<file path="config.mk">
export PLATFORM = sky130hd
export DESIGN_NAME = control_sequencer
export DESIGN_NICKNAME = d
export VERILOG_FILES = /design/src/rtl/control_sequencer.sv
export SDC_FILE = /design/constraint.sdc
export NUM_CORES = 1
export LEC_CHECK = 0
export CAP_MARGIN = 25
export CORE_MARGIN = 5
export CORE_UTILIZATION = 34
export DETAILED_ROUTE_END_ITERATION = 10
export HOLD_SLACK_MARGIN = 0.03
export PLACE_DENSITY_LB_ADDON = 0.05
export SLEW_MARGIN = 10
export SYNTH_ARGS = -nofsm -noshare
export SYNTH_HDL_FRONTEND = slang
export SYNTH_SLANG_ARGS = --single-unit
</file>
<file path="constraint.sdc">
create_clock -name clk -period 4.95 [get_ports clk]
set_input_delay 0.99 -clock clk [delete_from_list [all_inputs] [get_ports clk]]
set_output_delay 0.99 -clock clk [all_outputs]
set_load 0.05 [all_outputs]
</file>
<file path="src/rtl/control_sequencer.sv">
// control_sequencer: hardwired fetch/execute control for the 32-bit single-bus datapath.
// Define CTRL_MEM_WAIT_EN to let T1 stall in TW until mem_ready is seen.
module control_sequencer #(
    parameter logic [4:0] NONE_SEL = 5'd31
) (
    input  logic        clk,
    input  logic        clear,
    input  logic        start,
    input  logic [31:0] ir,
    input  logic        mem_ready,
    output logic [4:0]  bus_sel,
    output logic [15:0] reg_in,
    output logic        pc_in,
    output logic        ir_in,
    output logic        mar_in,
    output logic        mdr_in,
    output logic        y_in,
    output logic        z_in,
    output logic        hi_in,
    output logic        lo_in,
    output logic        inc_pc,
    output logic        read,
    output logic [4:0]  alu_op,
    output logic        instr_done,
    output logic        halted
);
    typedef enum logic [3:0] {IDLE, T0, T1, TW, T2, T3, T4, T5, T6, HALT} state_t;
    localparam logic [4:0] OP_HALT = 5'd27;
    state_t      r_state;
    logic [4:0]  w_op;
    logic [3:0]  w_ra, w_rb, w_rc;
    logic        w_alu, w_md;
    logic        w_unused;
    assign w_op     = ir[31:27];
    assign w_ra     = ir[26:23];
    assign w_rb     = ir[22:19];
    assign w_rc     = ir[18:15];
    assign w_alu    = (w_op >= 5'd3) && (w_op <= 5'd11);
    assign w_md     = (w_op == 5'd15) || (w_op == 5'd16);
    assign w_unused = &{1'b0, ir[14:0]};
    always_ff @(posedge clk or posedge clear) begin
        if (clear) r_state <= IDLE;
        else begin
            case (r_state)
                IDLE:    r_state <= start ? T0 : IDLE;
                T0:      r_state <= T1;
`ifdef CTRL_MEM_WAIT_EN
                T1:      r_state <= mem_ready ? T2 : TW;
`else
                T1:      r_state <= T2;
`endif
                TW:      r_state <= mem_ready ? T2 : TW;
                T2:      r_state <= T3;
                T3:      r_state <= (w_alu || w_md) ? T4 : (w_op == OP_HALT) ? HALT : T0;
                T4:      r_state <= T5;
                T5:      r_state <= w_md ? T6 : T0;
                T6:      r_state <= T0;
                HALT:    r_state <= HALT;
                default: r_state <= IDLE;
            endcase
        end
    end
    // Decoded combinationally so T3/T4 see the ir loaded at the end of T2.
    always_comb begin
        bus_sel    = NONE_SEL;
        reg_in     = '0;
        pc_in      = 1'b0;
        ir_in      = 1'b0;
        mar_in     = 1'b0;
        mdr_in     = 1'b0;
        y_in       = 1'b0;
        z_in       = 1'b0;
        hi_in      = 1'b0;
        lo_in      = 1'b0;
        inc_pc     = 1'b0;
        read       = 1'b0;
        alu_op     = '0;
        instr_done = 1'b0;
        halted     = 1'b0;
        case (r_state)
            T0: begin
                bus_sel = 5'd20;
                mar_in  = 1'b1;
                inc_pc  = 1'b1;
                z_in    = 1'b1;
            end
            T1: begin
                bus_sel = 5'd19;
                pc_in   = 1'b1;
                read    = 1'b1;
                mdr_in  = 1'b1;
            end
            TW: begin
                read   = 1'b1;
                mdr_in = 1'b1;
            end
            T2: begin
                bus_sel = 5'd21;
                ir_in   = 1'b1;
            end
            T3: begin
                bus_sel    = w_alu ? {1'b0, w_rb} : w_md ? {1'b0, w_ra} : NONE_SEL;
                y_in       = w_alu || w_md;
                instr_done = !w_alu && !w_md && (w_op != OP_HALT);
            end
            T4: begin
                bus_sel = w_alu ? {1'b0, w_rc} : {1'b0, w_rb};
                alu_op  = w_op;
                z_in    = 1'b1;
            end
            T5: begin
                bus_sel    = 5'd19;
                reg_in     = w_alu ? 16'd1 << w_ra : 16'd0;
                instr_done = w_alu;
                lo_in      = !w_alu;
            end
            T6: begin
                bus_sel    = 5'd18;
                hi_in      = 1'b1;
                instr_done = 1'b1;
            end
            HALT: halted = 1'b1;
            default: ;
        endcase
    end
endmodule
</file>
==> GITHUB_STEP_SUMMARY <==
## Synthesis and layout report

| Metric | Value |
|---|---|
| Outcome | complete, no violations |
| Yosys xor share | between 1 and 1.5% |
| Most used logic cell in the final layout | clkdlybuf4s50_1 |
| Post-synth seq share | 12.0% |
| Slew Limit Fails | 0 |
| Clk cell area share | approximately 1.6% |
| Fraction of area in multi-input gates | 47.2% |
| Max Cap Viol | 0 |
| Initial DRC count | 17 |
| Placed inst area | 1410 µm² |
| Synth cell types | 45 |
| Ao+oa area frac | 28.1% |
| Met3 Use GR | 3.70% |
| WHS Endpoint | r_state[0] |
| Mi-comb count | 101 |
| Filler Cell Count | 251 |
| Hold wc startpoint | r_state[3] |
| Max Freq | 220 MHz |
| DRC Markers | 0 |
| Sequential cell area share | 7.00% |
| Vias post-DR | 1,068 |
| Reg clk slew, reported paths | 0.04 ns |
| Worst slew pin tran | ~0.5 ns |
| Biggest register | r_state |
| Sequential cell area | approximately 100 µm² |
| Avg Inst Size Synth | 7.12 µm² |
| Vias in the first global route | roughly 960 |
| Final ANT Viol Nets | 0 |
| Count of library flops with an enable pin | 0 |
| # Taps | 30 |
| Die Y | 59.5 µm |
| Final Instance Area | 1430 µm² |
| And+or+nand+nor area frac | 49.4% |
| Post-synthesis adder-cell area fraction | 0% |
| M1 wire length | 1.24 mm |
| Max FFs per register | 4 |
| Final wirelength | 2.83 mm |
| First-pass GRT wire length | 4.27 mm |
| Worst Setup SP | ir[30] |
| Die X | a little under 60 µm |
| Critical Path End Type | output port |
| CP Cell Sequence | clkdlybuf4s50_1 > a21oi_4 > nand2_2 > or4_4 > nor3_2 > clkdlybuf4s50_1 |
| Post-layout period usage | 91.7% |
| CP required | 3.96 ns |
| Cell leakage power | 0.524 nW |
| Total track usage | 15.3% |
| Logic area | a little under 700 µm² |
| Antenna violations before repair | 0 |
| Leading cell kind | logic gates |
| Hold Path Stages | 1 |
| CP delay by family, top | buffers and inverters |
| Top routing layer used | met4 |
| Port buffer count | 58 |
| Crit Path Class | input pin to output port |
| GPL Wtd Cong | 0.774 |
| R2R depth | 4 |
| Met1 GRT Util | 18.3% |
| Grt ovf | 0 |
| Ys cells | 117 |
| R2R Path Start | r_state[3] |
| Top cells by count | nor2_1, nand2b_1, and2_1, nor3_1 |
| Post-layout min period | 4.54 ns |
| CLK BUF | 3 |
| Rows | 18 |
| Cell mode on critical path | clkdlybuf4s50_1 |
| Setup violators final | 0 |
| Placed wire-length estimate | 2.22 mm |
| Final-report hold violation count | 0 |
| Yosys warns | 0 |
| Clock buffer depth | 2 |
| Crit path depth | 6 |
| Final-stage net count | 208 |
| Buffers outside the clock class | 58 |
| Maximum number of pins on one net before global-route repair | 19 |
| Area reported by Yosys stat | 833 µm² |
| Setup repair bufs after CTS | 0 |
| Share of the synthesized area in the top cell type | 12.0% |
| Area growth from synthesis to layout | 71.6% |
| Cell count after synthesis | 117 |
| Largest cells by area | dfrtp_1, nor2_1, nand2b_1 |
| Flip-flops | 4 |
| Clk latency late pin | between 0.2 and 0.25 ns |
| Syn_nets | 153 |
| Inverter count | 4 |
| Worst rel slew slack | 65.9% |
| Setup TNS Final | 0 ns |
| MUX area fraction | 2.40% |
| Crit Path Max Fanout | 13 |
| Post-synth regs | 4 |
| Cell type with the largest total area | dfrtp_1 |
| Cts hold-fix bufs | 0 |
| Routed wl met2 | between 1 and 1.5 mm |
| Layout Skew | 0.00851 ns |
| OpenROAD warnings | 41 |
| Max incr delay on CP | 0.82 ns |
| Top_reg_cell synth | dfrtp_1 |
| PwrDens | 465 nW/µm² |
| Core area | 2410 µm² |
| Async S/R FF share, synth | 100% |
| Share of cells above drive strength 1 | 7.65% |
| Vias/cell | around 5.3 |
| Signal buf overhead | 40.6% |
| Post-cts sizing count | 0 |
| RSZ-0062 raised after global routing | no |
| Startpoint Class | input pin |
| R2R setup slack | approximately 3.4 ns |
| N_diodes | 0 |
| Most common logic cells in the final layout | clkdlybuf4s50_1, nor2_1, nand2b_1 |
| R2r endpoint | r_state[1] |
| Met3 WL | between 150 and 200 µm |
| TritonCTS clock tree | done |
| CTS Sinks | 4 |
| Slowest-stage cell, CP | clkdlybuf4s50_1 |
| IO Pins | between 70 and 80 |
| Buffers and inverters on the worst path | 2 |
| Clk Tree Root Cell | clkbuf_4 |
| Biggest regs | r_state (4) |
| Hold WC Path Type | flop to flop |
| Chip area | between 3000 and 4000 µm² |
| Peak supply drop | 0.000470 V |
| Total CTS buffers | 3 |
| Met2 usage | roughly 27% |
| Synth logic family | simple AND/OR/NAND/NOR gates |
| Worst EP arrival | between 3 and 4 ns |
| Critical Path Sink | reg_in[0] |
| Initial Utilization | around a third |
## power by group
| group | switching (mW) | total, mW | leakage, nW | internal [mW] |
|---|---|---|---|---|
| sequential | 0.0441 | 0.0884 | 0.0515 | 0.0443 |
| combinational | 0.342 | 0.534 | 0.458 | 0.192 |
| clock | 0.0146 | 0.0418 | 0.0138 | 0.0272 |
| total | 0.401 | 0.665 | 0.524 | 0.264 |
## per-stage QoR
stage / worst slack, ns / util, % / total power, mW / std cells / hold WS (ns)
floorplan: 1.36 / - / 0.466 / 117 / 0.669
global placement: 0.437 / 58.4 / 0.619 / 197 / 0.832
detailed placement: 0.412 / 58.4 / 0.624 / 197 / 0.802
CTS: 0.414 / 59.3 / 0.670 / 200 / 0.814
global route: 0.299 / 59.3 / 0.706 / 200 / 0.880
finish: 0.410 / 59.3 / 0.665 / 200 / 0.817
Clock wires, drivers and flops:
Drawn at 4 px/µm.
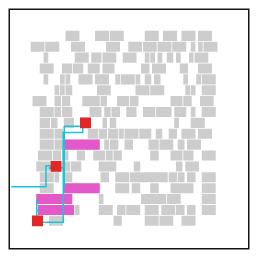
[clock-net drivers] red | count: 3
[clock wires] cyan | length: 83.4 µm
[flip-flops] magenta | count: 4
flops lie: lower left

Routing congestion map:
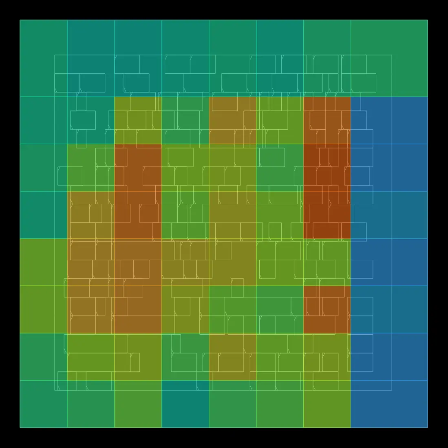
global route hottest layer: met2
WL/cell: 14.2 µm

Gate-type map:
Drawn at 4 px/µm.
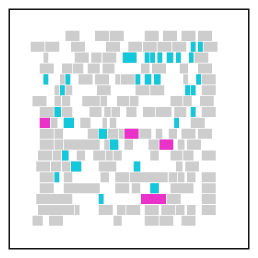
| family | color | cells |
|---|---|---|
| non-inverting ao/oa cells | magenta | 4 |
| nor cells | cyan | 30 |

Met1 routing:
Drawn at 4 px/µm.
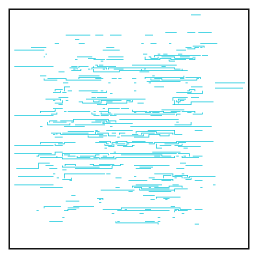
longest straight run: 20.2 µm
main direction: horizontal

A small window of the routed layout:
Window x 32 to 57, y 32 to 57 µm. Cells in gray, sequential cells in the stronger gray; small squares are vias.
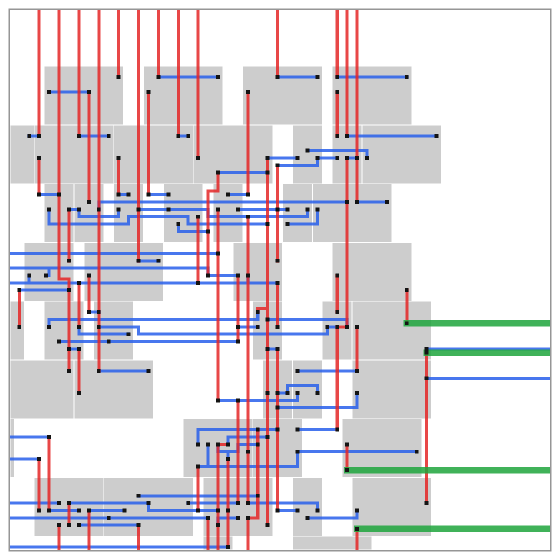
| layer | color |
|---|---|
| M1 | blue |
| M3 | green |
| M2 | red |
sequential cells in the window: 0
cells with their middle in the window: 39
most frequent: clkdlybuf4s50_1 (17), nor2_1 (11), nor3_1 (3)

No activity file was given, so power comes from the tool's default toggle rates.
